### src/rtl/hyperram_test_sequencer.sv
// Write/read-back pattern tester for the HyperRAM controller request port.
// Optional build macro HYPERRAM_TEST_LOOP_EN: repeat passes while start is held, seed mixed with passCount.
module hyperram_test_sequencer #(
  parameter int unsigned NUM_WORDS = 64,
  parameter logic [21:0] BASE_ADDR = 22'h000000,
  parameter logic [31:0] SEED      = 32'hA5A5_0001,
  parameter int unsigned TIMEOUT   = 1023
) (
  input  logic        memoryClock,
  input  logic        reset,
  input  logic        start,
  output logic        memReq,
  output logic        memWrite,
  output logic [21:0] memAddress,
  output logic [31:0] memWriteData,
  input  logic        memReady,
  input  logic        writeDone,
  input  logic        readDataValid,
  input  logic [31:0] readReg,
  output logic [6:0]  testStateCounter,
  output logic        testDone,
  output logic        testFail,
  output logic [1:0]  failCause,
  output logic [21:0] failAddress,
  output logic [31:0] failData,
  output logic [15:0] passCount
);

  typedef enum logic [2:0] {
    S_IDLE     = 3'd0,
    S_WR_ISSUE = 3'd1,
    S_WR_WAIT  = 3'd2,
    S_RD_ISSUE = 3'd3,
    S_RD_WAIT  = 3'd4,
    S_DONE     = 3'd5,
    S_FAIL     = 3'd6
  } state_t;

  localparam int TW = (TIMEOUT < 2) ? 1 : $clog2(TIMEOUT + 1);
  localparam logic [TW-1:0] TO_LIMIT = TW'(TIMEOUT);
  localparam logic [15:0]   LAST_IDX = 16'(NUM_WORDS - 1);

  state_t        state_q, state_d;
  logic [15:0]   idx_q, idx_d;
  logic [TW-1:0] to_cnt_q, to_cnt_d;
  logic          req_q, req_d;
  logic          wr_q, wr_d;
  logic [21:0]   addr_q, addr_d;
  logic [31:0]   wdata_q, wdata_d;
  logic          done_q, done_d;
  logic          fail_q, fail_d;
  logic [1:0]    cause_q, cause_d;
  logic [21:0]   fail_addr_q, fail_addr_d;
  logic [31:0]   fail_data_q, fail_data_d;
  logic [15:0]   pass_q, pass_d;

  logic [21:0] cur_addr;
  logic [31:0] seed_eff;
  logic [31:0] pattern;
  logic        last_word;
  logic        timed_out;

  assign cur_addr  = BASE_ADDR + {5'd0, idx_q, 1'b0};
`ifdef HYPERRAM_TEST_LOOP_EN
  assign seed_eff  = SEED ^ {16'h0000, pass_q};
`else
  assign seed_eff  = SEED;
`endif
  assign pattern   = seed_eff ^ {idx_q, ~idx_q};
  assign last_word = (idx_q == LAST_IDX);
  assign timed_out = (to_cnt_q == TO_LIMIT);

  always_comb begin
    state_d     = state_q;
    idx_d       = idx_q;
    to_cnt_d    = to_cnt_q;
    req_d       = req_q;
    wr_d        = wr_q;
    addr_d      = addr_q;
    wdata_d     = wdata_q;
    done_d      = done_q;
    fail_d      = fail_q;
    cause_d     = cause_q;
    fail_addr_d = fail_addr_q;
    fail_data_d = fail_data_q;
    pass_d      = pass_q;

    case (state_q)
      S_IDLE: begin
        if (start) begin
          idx_d       = 16'd0;
          done_d      = 1'b0;
          fail_d      = 1'b0;
          cause_d     = 2'b00;
          fail_addr_d = 22'd0;
          fail_data_d = 32'd0;
          state_d     = S_WR_ISSUE;
        end
      end
      // Request fields are loaded once, then frozen until the controller accepts.
      S_WR_ISSUE: begin
        if (!req_q) begin
          req_d   = 1'b1;
          wr_d    = 1'b1;
          addr_d  = cur_addr;
          wdata_d = pattern;
        end else if (memReady) begin
          req_d    = 1'b0;
          wr_d     = 1'b0;
          to_cnt_d = '0;
          state_d  = S_WR_WAIT;
        end
      end
      S_WR_WAIT: begin
        if (writeDone) begin
          if (last_word) begin
            idx_d   = 16'd0;
            state_d = S_RD_ISSUE;
          end else begin
            idx_d   = idx_q + 16'd1;
            state_d = S_WR_ISSUE;
          end
        end else if (timed_out) begin
          fail_d      = 1'b1;
          cause_d     = 2'b10;
          fail_addr_d = cur_addr;
          state_d     = S_FAIL;
        end else begin
          to_cnt_d = to_cnt_q + TW'(1);
        end
      end
      S_RD_ISSUE: begin
        if (!req_q) begin
          req_d  = 1'b1;
          wr_d   = 1'b0;
          addr_d = cur_addr;
        end else if (memReady) begin
          req_d    = 1'b0;
          to_cnt_d = '0;
          state_d  = S_RD_WAIT;
        end
      end
      S_RD_WAIT: begin
        if (readDataValid) begin
          if (readReg != pattern) begin
            fail_d      = 1'b1;
            cause_d     = 2'b01;
            fail_addr_d = cur_addr;
            fail_data_d = readReg;
            state_d     = S_FAIL;
          end else if (last_word) begin
            if (pass_q != 16'hFFFF) pass_d = pass_q + 16'd1;
            done_d  = 1'b1;
            state_d = S_DONE;
          end else begin
            idx_d   = idx_q + 16'd1;
            state_d = S_RD_ISSUE;
          end
        end else if (timed_out) begin
          fail_d      = 1'b1;
          cause_d     = 2'b11;
          fail_addr_d = cur_addr;
          state_d     = S_FAIL;
        end else begin
          to_cnt_d = to_cnt_q + TW'(1);
        end
      end
      S_DONE: begin
`ifdef HYPERRAM_TEST_LOOP_EN
        if (start) begin
          idx_d   = 16'd0;
          done_d  = 1'b0;
          state_d = S_WR_ISSUE;
        end else begin
          state_d = S_IDLE;
        end
`else
        if (!start) state_d = S_IDLE;
`endif
      end
      S_FAIL: begin
        if (!start) state_d = S_IDLE;
      end
      default: state_d = S_IDLE;
    endcase
  end

  always_ff @(posedge memoryClock) begin
    if (reset) begin
      state_q     <= S_IDLE;
      idx_q       <= 16'd0;
      to_cnt_q    <= '0;
      req_q       <= 1'b0;
      wr_q        <= 1'b0;
      addr_q      <= 22'd0;
      wdata_q     <= 32'd0;
      done_q      <= 1'b0;
      fail_q      <= 1'b0;
      cause_q     <= 2'b00;
      fail_addr_q <= 22'd0;
      fail_data_q <= 32'd0;
      pass_q      <= 16'd0;
    end else begin
      state_q     <= state_d;
      idx_q       <= idx_d;
      to_cnt_q    <= to_cnt_d;
      req_q       <= req_d;
      wr_q        <= wr_d;
      addr_q      <= addr_d;
      wdata_q     <= wdata_d;
      done_q      <= done_d;
      fail_q      <= fail_d;
      cause_q     <= cause_d;
      fail_addr_q <= fail_addr_d;
      fail_data_q <= fail_data_d;
      pass_q      <= pass_d;
    end
  end

  assign memReq           = req_q;
  assign memWrite         = wr_q;
  assign memAddress       = addr_q;
  assign memWriteData     = wdata_q;
  assign testStateCounter = {state_q, idx_q[3:0]};
  assign testDone         = done_q;
  assign testFail         = fail_q;
  assign failCause        = cause_q;
  assign failAddress      = fail_addr_q;
  assign failData         = fail_data_q;
  assign passCount        = pass_q;

endmodule

### config.mk
export PLATFORM = sky130hd
export DESIGN_NAME = hyperram_test_sequencer
export DESIGN_NICKNAME = d
export VERILOG_FILES = /design/src/rtl/hyperram_test_sequencer.sv
export SDC_FILE = /design/constraint.sdc
export NUM_CORES = 1
export LEC_CHECK = 0
export CAP_MARGIN = 10
export CORE_MARGIN = 1
export CORE_UTILIZATION = 49
export CTS_BUF_LIST = sky130_fd_sc_hd__clkbuf_16
export DETAILED_ROUTE_END_ITERATION = 7
export GPL_ROUTABILITY_DRIVEN = 0
export PLACE_DENSITY = 0.81
export RECOVER_POWER = 25
export SYNTH_ARGS = -nofsm -noshare
export SYNTH_HDL_FRONTEND = slang
export SYNTH_SLANG_ARGS = --single-unit
### constraint.sdc
create_clock -name memoryClock -period 4.5 [get_ports memoryClock]
set_clock_uncertainty 0.05 [all_clocks]
set_input_delay 0.9 -clock memoryClock [delete_from_list [all_inputs] [get_ports memoryClock]]
set_output_delay 0.9 -clock memoryClock [all_outputs]
set_load 0.01 [all_outputs]
Figure 1. Routing congestion map.
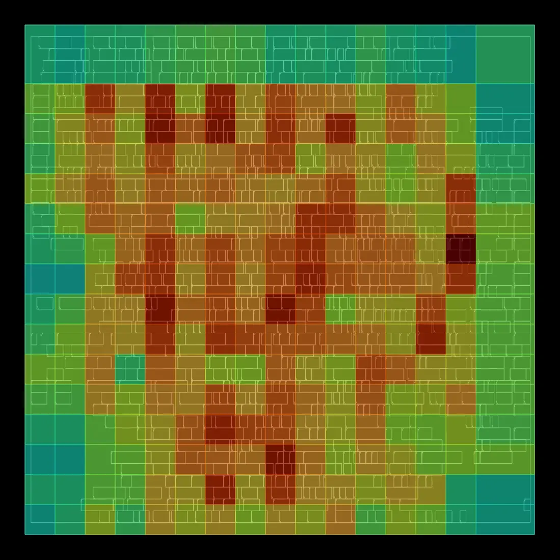
per-cell routed wire length: 17.2 µm
overall track demand over capacity in global routing: 0.284
met3 demand-to-capacity share in global routing: 0.0618

Figure 2. Signal wires by layer.
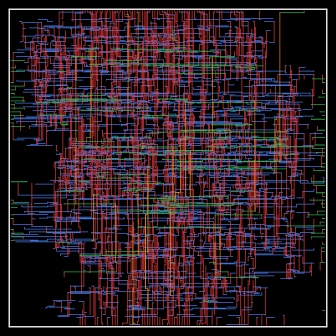
- metal 4: orange (wire length 628 µm)
- metal 2: red (wire length 8910 µm)
- metal 1: blue (wire length 7980 µm)
- metal 3: green (wire length 1390 µm)
Final Routed Wirelength: 18.9 mm
vias: 6191

==> flow_summary_export.csv <==
group,metric,value,unit
global_route,antenna_found_initial,0,
setup_path,timing.rr.start,"idx_q[2]",
placed_design,placed_cells_incl_taps,1068,
clock_network,cts_tree,"done",
floorplanning,chipWidth,117,µm
setup_path,path_buffers,1,
yosys,synth_stat.cells,790,
yosys,netlist_instances,790,
yosys,synthAdderAreaFrac,0.00580,
global_route,grt_first_pass_wirelength,29.0,mm
min_path,tightest_hold_check_type,"flop to flop",
sta,timing.final.max_slew_violations,0,
global_route,met1_usage,0.371,
routing,met3WireLength,1.39,mm
setup_path,critical_path_type,"primary input to flop",
power_and_ir_drop,vdd_ir_drop_max,0.250,mV
setup_path,worstPathRequired,4.79,ns
yosys,synthTopCellsByArea,"sky130_fd_sc_hd__dfxtp_1 45%, sky130_fd_sc_hd__a21oi_1 7.0%, sky130_fd_sc_hd__nand2_1 6.8%",
sta,setup-tns-final,0,ns
clock_network,clkSlewWorstSetupHoldPaths,0.06,ns
layout,num-nets-final,956,
clock_network,cts.root.buffer_cell,"sky130_fd_sc_hd__clkbuf_16",
sta,headroom_to_the_max_slew_limit,0.226,
yosys,synth_xor_xnor_area_share,0.0541,
clock_network,clock_tree.buffer_depth,2,
setup_path,worst_path_largest_cell_delay,0.88,ns
floorplanning,chipArea,13700,µm²
setup_path,critical_path.top_delay_family,"AND-OR/OR-AND gates",
job,cap_violations,0,
outcome,status,"completed",
routing,drt_initial_violations,552,
sta,period_used_share,0.732,
Figure 3. M2 wires.
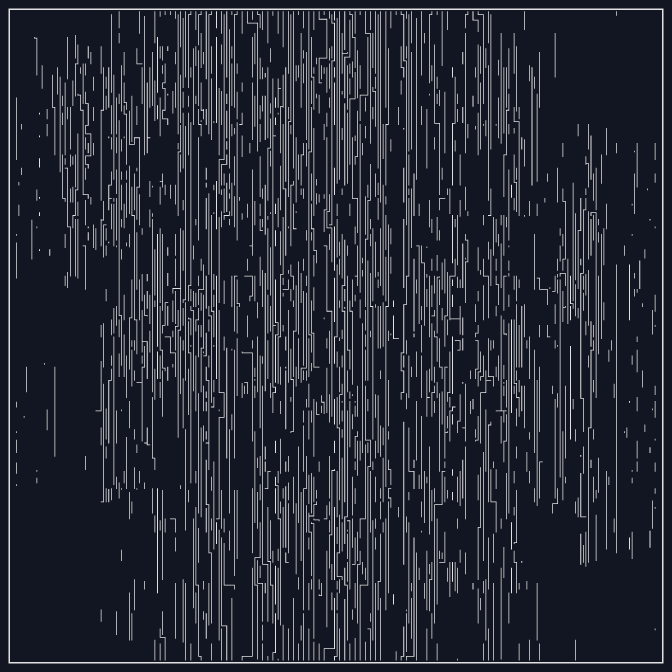
- share of all routed wire: 47%
- main direction: vertical
- wire length on this layer: 8910 µm
met2 layer usage reported by global route: 0.443

## placed cells by master, fill, tap and decap left out, types with 8 or more instances in the layout
| cell | netlist | layout |
|---|---|---|
| sky130_fd_sc_hd__or4_1 | 12 | 12 |
| sky130_fd_sc_hd__xnor2_1 | 21 | 21 |
| sky130_fd_sc_hd__clkdlybuf4s50_1 | 0 | 116 |
| sky130_fd_sc_hd__nor2_1 | 74 | 73 |
| sky130_fd_sc_hd__clkbuf_16 | 0 | 17 |
| sky130_fd_sc_hd__o211ai_1 | 10 | 10 |
| sky130_fd_sc_hd__dlygate4sd3_1 | 0 | 51 |
| sky130_fd_sc_hd__nor3b_1 | 8 | 8 |
| sky130_fd_sc_hd__xor2_1 | 19 | 19 |
| sky130_fd_sc_hd__nand3_1 | 58 | 58 |
| sky130_fd_sc_hd__nor3_1 | 16 | 14 |
| sky130_fd_sc_hd__nand2_1 | 117 | 117 |
| sky130_fd_sc_hd__buf_4 | 23 | 10 |
| sky130_fd_sc_hd__o21ai_0 | 14 | 14 |
| sky130_fd_sc_hd__a21oi_1 | 90 | 90 |
| sky130_fd_sc_hd__a22o_1 | 16 | 16 |
| sky130_fd_sc_hd__dfxtp_1 | 146 | 146 |
| sky130_fd_sc_hd__nand4_1 | 16 | 16 |
| sky130_fd_sc_hd__inv_1 | 14 | 16 |
## registers in the layout, summed over array words and instances (netlist names), 2 cells and up
name,flops
memWriteData,25
memAddress,16
failAddress,22
state_q,3
failCause,2
to_cnt_q,10
failData,32
passCount,16
idx_q,16
## path summary, 6_finish.rpt
kind | to | slack (ns) | cells past startpoint
setup reg to reg | idx_q[7] | 1.25 | 6
setup / recovery | idx_q[7] | 1.21 | 8
hold reg to reg | failData[29] | 0.40 | 2
hold / removal | failData[29] | 0.40 | 2
## power groups by stage
stage | sequential [µW] | clock (µW) | combinational (µW)
global route | 1360 | 1500 | 408
global placement | 1380 | 0 | 367
detailed placement | 1380 | 0 | 370
finish | 1350 | 1410 | 370
floorplan | 1380 | 0 | 227
CTS | 1350 | 1430 | 372
## layout make-up
cell class	instances	area [µm²]	area share
Clock buffer	17	425	0.0491
Multi-Input combinational cell	559	3130	0.362
Timing Repair Buffer	177	1750	0.202
Clock inverter	15	170	0.0196
Inverter	14	52.6	0.00606
Tap cell	172	215	0.0248
Sequential cell	146	2920	0.337
## through the flow
| step | utilization | hold WS [ns] | power (µW) | cell area (µm²) |
|---|---|---|---|---|
| after CTS | 0.678 | 0.402 | 3160 | 8670 |
| after global routing | 0.678 | 0.417 | 3260 | 8670 |
| after detailed placement | 0.632 | 0.395 | 1750 | 8070 |
| after global placement | 0.632 | 0.388 | 1750 | 8070 |
| final | 0.678 | 0.398 | 3140 | 8670 |
| after floorplan | - | 0.404 | 1610 | 6490 |
## logic make-up after synthesis
| family | Yosys count |
|---|---|
| xor gates and xnor gates | 40 |
| AOI/OAI and AO/OA | 164 |
| other | 1 |
| DFF | 146 |
| adders and majority gates | 3 |
| buffers and inverters | 90 |
| muxes | 1 |
| and+or+nand+nor | 345 |
Power figures rest on the tool's default switching activity, not on a simulated workload.
